`src/rtl/otter_hazard_ctrl.sv`:
```
// Hazard and forwarding controller for the 5-stage OTTER pipeline: load-use stalls,
// taken-branch flushes, data-memory freezes, registered EX operand selects and perf counters.
module otter_hazard_ctrl #(
    parameter int unsigned CNT_W = 16
) (
    input  logic             CLK,
    input  logic             RST,
    input  logic [4:0]       ID_rs1,
    input  logic [4:0]       ID_rs2,
    input  logic             ID_rs1_used,
    input  logic             ID_rs2_used,
    input  logic [4:0]       EX_rd,
    input  logic             EX_regWrite,
    input  logic             EX_memRead,
    input  logic [4:0]       MEM_rd,
    input  logic             MEM_regWrite,
    input  logic             EX_br_taken,
    input  logic             MEM_busy,
    output logic             freeze,
    output logic             PC_stall,
    output logic             IF_ID_stall,
    output logic             IF_ID_flush,
    output logic             ID_EX_flush,
    output logic [1:0]       EX_fwdA_SEL,
    output logic [1:0]       EX_fwdB_SEL,
    output logic [1:0]       hz_state,
    output logic [CNT_W-1:0] stall_cnt,
    output logic [CNT_W-1:0] flush_cnt
);

    localparam logic [CNT_W-1:0] CNT_MAX = '1;
    localparam logic [1:0]       SEL_RF  = 2'b00;
    localparam logic [1:0]       SEL_MEM = 2'b01;
    localparam logic [1:0]       SEL_WB  = 2'b10;

    typedef enum logic [1:0] {
        RUN      = 2'b00,
        LD_STALL = 2'b01,
        MEM_WAIT = 2'b10
    } hz_state_t;

    hz_state_t  state;
    hz_state_t  state_nxt;
    logic       ldu;
    logic       ld_stall;
    logic       br_flush;
    logic [1:0] fwd_a;
    logic [1:0] fwd_b;

    // Youngest producer wins; x0 is hard-wired zero and never forwards.
    function automatic logic [1:0] fwd_sel(
        input logic [4:0] rs,
        input logic       used,
        input logic [4:0] ex_rd,
        input logic       ex_wr,
        input logic [4:0] mem_rd,
        input logic       mem_wr
    );
        logic [1:0] sel;
        sel = SEL_RF;
        if (used && ex_wr && (ex_rd != 5'd0) && (rs == ex_rd)) begin
            sel = SEL_MEM;
        end else if (used && mem_wr && (mem_rd != 5'd0) && (rs == mem_rd)) begin
            sel = SEL_WB;
        end
        return sel;
    endfunction

    // Hazard detection and pipeline control, purely from current inputs.
    always_comb begin
        freeze      = 1'b0;
        PC_stall    = 1'b0;
        IF_ID_stall = 1'b0;
        IF_ID_flush = 1'b0;
        ID_EX_flush = 1'b0;
        ld_stall    = 1'b0;
        br_flush    = 1'b0;
        ldu = EX_memRead && EX_regWrite && (EX_rd != 5'd0) &&
              ((ID_rs1_used && (ID_rs1 == EX_rd)) || (ID_rs2_used && (ID_rs2 == EX_rd)));
        fwd_a = fwd_sel(ID_rs1, ID_rs1_used, EX_rd, EX_regWrite, MEM_rd, MEM_regWrite);
        fwd_b = fwd_sel(ID_rs2, ID_rs2_used, EX_rd, EX_regWrite, MEM_rd, MEM_regWrite);
        if (!RST) begin
            if (MEM_busy) begin
                freeze      = 1'b1;
                PC_stall    = 1'b1;
                IF_ID_stall = 1'b1;
            end else if (EX_br_taken) begin
                br_flush    = 1'b1;
                IF_ID_flush = 1'b1;
                ID_EX_flush = 1'b1;
            end else if (ldu) begin
                ld_stall    = 1'b1;
                PC_stall    = 1'b1;
                IF_ID_stall = 1'b1;
                ID_EX_flush = 1'b1;
            end
        end
    end

    // Next-state logic.
    always_comb begin
        state_nxt = state;
        case (state)
            RUN: begin
                if (MEM_busy) begin
                    state_nxt = MEM_WAIT;
                end else if (ldu && !EX_br_taken) begin
                    state_nxt = LD_STALL;
                end
            end
            LD_STALL: state_nxt = MEM_busy ? MEM_WAIT : RUN;
            MEM_WAIT: state_nxt = MEM_busy ? MEM_WAIT : RUN;
            default:  state_nxt = RUN;
        endcase
    end

    always_ff @(posedge CLK) begin
        if (RST) begin
            state <= RUN;
        end else begin
            state <= state_nxt;
        end
    end

    assign hz_state = state;

    // Operand selects follow the ID instruction into EX unless frozen or bubbled.
    always_ff @(posedge CLK) begin
        if (RST) begin
            EX_fwdA_SEL <= SEL_RF;
            EX_fwdB_SEL <= SEL_RF;
        end else if (freeze) begin
            EX_fwdA_SEL <= EX_fwdA_SEL;
            EX_fwdB_SEL <= EX_fwdB_SEL;
        end else if (ID_EX_flush) begin
            EX_fwdA_SEL <= SEL_RF;
            EX_fwdB_SEL <= SEL_RF;
        end else begin
            EX_fwdA_SEL <= fwd_a;
            EX_fwdB_SEL <= fwd_b;
        end
    end

    // Saturating performance counters.
    always_ff @(posedge CLK) begin
        if (RST) begin
            stall_cnt <= '0;
            flush_cnt <= '0;
        end else begin
            if ((freeze || PC_stall) && (stall_cnt != CNT_MAX)) begin
                stall_cnt <= stall_cnt + CNT_W'(1);
            end
            if (br_flush && (flush_cnt != CNT_MAX)) begin
                flush_cnt <= flush_cnt + CNT_W'(1);
            end
        end
    end

    // The bubble inserted by a load-use stall must clear the hazard on the following cycle.
    ld_stall_once: assert property (@(posedge CLK) disable iff (RST)
        (state == LD_STALL) |-> !ldu);

    logic unused_ok;
    assign unused_ok = ld_stall;

endmodule

```
`config.mk`:
```
export PLATFORM = sky130hd
export DESIGN_NAME = otter_hazard_ctrl
export DESIGN_NICKNAME = d
export VERILOG_FILES = /design/src/rtl/otter_hazard_ctrl.sv
export SDC_FILE = /design/constraint.sdc
export NUM_CORES = 1
export LEC_CHECK = 0
export CAP_MARGIN = 5
export CORE_MARGIN = 2
export CORE_UTILIZATION = 42
export CTS_CLUSTER_DIAMETER = 200
export DETAILED_ROUTE_END_ITERATION = 8
export GPL_TIMING_DRIVEN = 0
export PLACE_DENSITY_LB_ADDON = 0.1
export SLEW_MARGIN = 20
export SYNTH_ARGS = -nofsm -noshare
export SYNTH_HDL_FRONTEND = slang
export SYNTH_SLANG_ARGS = --single-unit
```
`constraint.sdc`:
```
create_clock -name CLK -period 2.7 [get_ports CLK]
set_input_delay 0.675 -clock CLK [delete_from_list [all_inputs] [get_ports CLK]]
set_output_delay 0.675 -clock CLK [all_outputs]
set_load 0.02 [all_outputs]
```
**Local utilization**

(4 px per µm) 8 x 8 tiles, from black (low) to pale yellow (high), 0 to 100% covered.
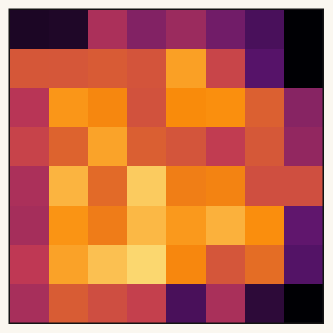
mean over tiles = 54%
emptiest ninth of the die = north-east
fullest tile = 91%
nearly empty tiles = 4.7%
tiles over 75% full = 22%

**Clock routing**

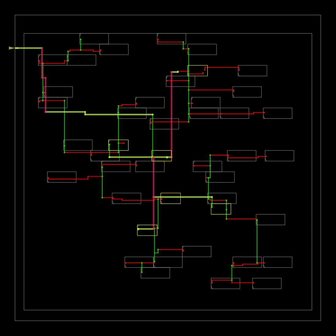
CLK BUF: 6
Clock Latency Late Sink: 0.29 ns
CTS sink cnt: 38
clock skew: 0.00187 ns

**Cells coloured by class**

(4 px per µm)
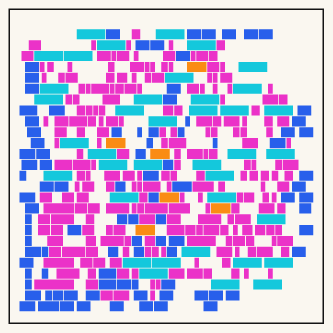
blue -> remaining buffers and delay cells  # cells 95, share of their area 26%
orange -> clock drivers and dummy loads  # cells 6, share of their area 2.5%
cyan -> sequential cells  # cells 38, share of their area 23%
magenta -> combinational and other logic  # cells 220, share of their area 48%

-- cell families after synthesis --
| kind of cell | after synthesis | synth area share (%) |
|---|---|---|
| adder cells (fa/ha/maj) | 4 | 2.17 |
| XOR/XNOR | 34 | 12.9 |
| flip-flops | 38 | 32.9 |
| AND-OR/OR-AND | 38 | 12.4 |
| buffers and inverters | 19 | 4.33 |
| multiplexers | 15 | 7.37 |
| AND/OR/NAND/NOR | 120 | 28.0 |
-- state kept, by name, summed over array words and instances (netlist names) --
register	count
EX_fwdA_SEL	2
EX_fwdB_SEL	2
flush_cnt	16
hz_state	2
stall_cnt	16
-- report_power, final --
part	switching [µW]	internal [µW]
sequential	6.20	565
combinational	101	93.7
clock	189	197
-- worst register-to-register path, delay by kind of cell (launching register included) --
| kind | cells | cell delay (ns) |
|---|---|---|
| multiplexers | 1 | 0.31 |
| buffers and inverters | 2 | 0.30 |
| AND/OR/NAND/NOR | 2 | 0.40 |
| flip-flops | 1 | 0.36 |
| AND-OR/OR-AND | 3 | 0.57 |
-- stage by stage --
step / hold slack [ns] / setup WS [ns] / utilization, % / instances
after global placement: 0.453 / -1.18 / 59.7 / 409
after global routing: 0.489 / -0.175 / 65.1 / 429
after detailed placement: 0.456 / -1.21 / 59.7 / 409
final: 0.467 / -0.122 / 65.1 / 429
after CTS: 0.473 / -0.168 / 62.2 / 422
after floorplan: 0.536 / -0.0989 / - / 268
-- metal layers --
metal / global-route usage (%) / vias to the layer above / wire, µm / part of all wire [%]
li1: - / 1125 / - / -
met5: 0 / - / 0 / 0
met3: 4.25 / 11 / 212 / 3.7
met4: 6.84 / 0 / 94 / 1.6
met1: 26.7 / 1055 / 2840 / 49
met2: 32.3 / 51 / 2660 / 46
-- synthesized netlist by cell type (2+ instances only) --
library cell   n  share of area, %
and2_1         2              0.54
nand4_1        9               2.4
or4_1          2              0.65
nand3_1       14               3.0
buf_6          2              0.98
xnor2_1       10               3.8
inv_1          9               1.5
xor2_1        24               9.1
and3_2         2              0.65
a21boi_0       3              0.98
a21oi_1       11               2.4
a211oi_1       2              0.65
nand2_1       16               2.6
ha_1           4               2.2
mux2_1         3               1.5
nor4_2         4               2.2
dfxtp_1       38                33
nor4_1         2              0.54
and4_1         3               1.1
o2111ai_1      4               1.5
nor3_1         8               1.7
o21ai_0        7               1.5
nor2b_1       14               3.8
clkbuf_1       6              0.98
nor2_1        35               5.7
mux2i_1        2              0.87
mux2_2         9               4.4
-- final cells by class --
cell class	instances	area, µm²
fillers	454	1820
multi-input cells	211	1560
plain buffers	10	76.3
repair buffers	85	785
clock buffers	6	82.6
inverters	9	33.8
well taps	70	87.6
flip-flops and latches	38	761
-- placed cells by master (no fill, tap or decap), types with 11 or more instances in the layout --
master and count:
a21oi_1 11, buf_4 14, clkdlybuf4s50_1 48, dfxtp_1 38
nand2_1 16, nand3_1 14, nor2_1 33, nor2b_1 14
xor2_1 21
-- worst paths after layout --
path                                     start        endpoint
worst max register to register    stall_cnt[3]   stall_cnt[14]
worst min register to register  EX_fwdA_SEL[0]  EX_fwdA_SEL[0]
worst min-delay path            EX_fwdA_SEL[0]  EX_fwdA_SEL[0]
worst max-delay path                  EX_rd[4]        PC_stall
==> deck_impl_summary.md <==
Run Summary

Drt
  • Total number of vias: 2242
  • DRT antenna net count: 0
  • DRC viols: 0
  • Starting DRT DRC Count: 90
  • Drt total wl: 5.80 mm
  • DR pass1 iterations: 4
  • Vias/cell: ~5.2
  • DR WL/cell: about 14 µm

Power and ir drop
  • Leakage power total: 0.00130 µW
  • Worst VDD drop: approximately 0.24 mV
  • Power Dens Cells: 340 nW/µm²
  • Final Power: 1150 µW

Synthesis
  • Synthesized instance count: 268
  • Synth warnings: 0
  • YS chip area: 2310 µm²
  • Yosys stat cell total: 268
  • Post-synth EDFFs: 0
  • Synth Net Count: 301
  • Netlist cell types: 50
  • Avg Inst Size Synth: 8.62 µm²
  • Yosys reg bits: 38
  • Post-synth seq share: 32.9%
  • FFs w/ async S/R, synth: 0%
  • Mapped Area: around 2300 µm²
  • Dominant Register Cell: dfxtp_1

Clock network
  • CTS buffer count: 5
  • Hold_buf cts: 0
  • Clk slew on worst S/H paths: roughly 0.070 ns
  • CTS root buf: clkbuf_8
  • CTS tree: done
  • Post-CTS setup buffer count: 7
  • CTS Buffer Depth: 2
  • H-tree Lvls: 2
  • Post_cts resized: 89

Cells and area
  • Share of layout cells above drive strength 1: 22.6%
  • Synth-to-layout area growth: 46.6%
  • Finished Cell Area: between 3000 and 4000 µm²
  • Final nets: a little under 400
  • Antenna diodes: 0

Floorplan
  • Chip area: 6110 µm²
  • Fp util: ~44%
  • Die W: approximately 80 µm
  • Rows: 26
  • I/O pins: 72
  • Die Y: 78.2 µm
  • Core area: 5200 µm²

Worst hold path
  • Hold WC Path Type: reg -> reg
  • Hold Path Depth: 2

Timing
  • Max Freq: 354 MHz
  • Min Clock Period, post-route: 2.82 ns
  • Period utilization: 105%
  • Final Hold Violating Endpoints: 0
  • Final worst slack: -0.122 ns
  • Worst rel slew slack: approximately two thirds
  • Worst Max-Slew Pin Slew: 0.482 ns
  • Final Max Tran Viols: 0
  • Fin Setup TNS: -0.261 ns
  • RSZ-0062 raised after global routing: yes
  • Setup violators final: 3

Worst setup path
  • Slowest CP cell: or4_4
  • R2R cell count: 8
  • Number of cells on the critical path: 9
  • Crit-path most repeated cell: buf_6
  • CP Class: in -> out
  • Startpoint type of the worst setup path: input port
  • Worst-path maximum fanout: 3
  • Worst path required time: 2.03 ns
  • Worst Path Buf+Inv: 3
  • Crit end category: output pin
  • Crit path DAT: 2.15 ns
  • Cell family with most CP delay: simple AND/OR/NAND/NOR gates
  • Reg2reg setup slack: approximately 0.65 ns
  • CP max stage delay: between 0.5 and 0.6 ns
  • Crit-path cells: buf_6, or4_4, o21ai_4, nor2_4, o21ai_4, nor2_2, o21a_2, buf_6, buf_6

Placement
  • Placed Area: 3110 µm²
  • GP Congestion: 0.783
  • HPWL after detailed placement: about 4.2 mm
  • Port bufs: between 70 and 80

Global route
  • Number of global-route vias before repair: 2211
  • Total global routing overflow: 0
  • Gr usage total: 20.1%
  • First-pass GRT wire length: 9.98 mm
  • Largest net degree at the start of global routing: 11
  • Initial antenna violation count: 0

Status
  • Status: finished with violations
  • Failing checks: negative setup slack

Job
  • Max-cap violation count: 0
  • Tool Warnings: 30
Power is estimated from default activity; no workload was simulated.
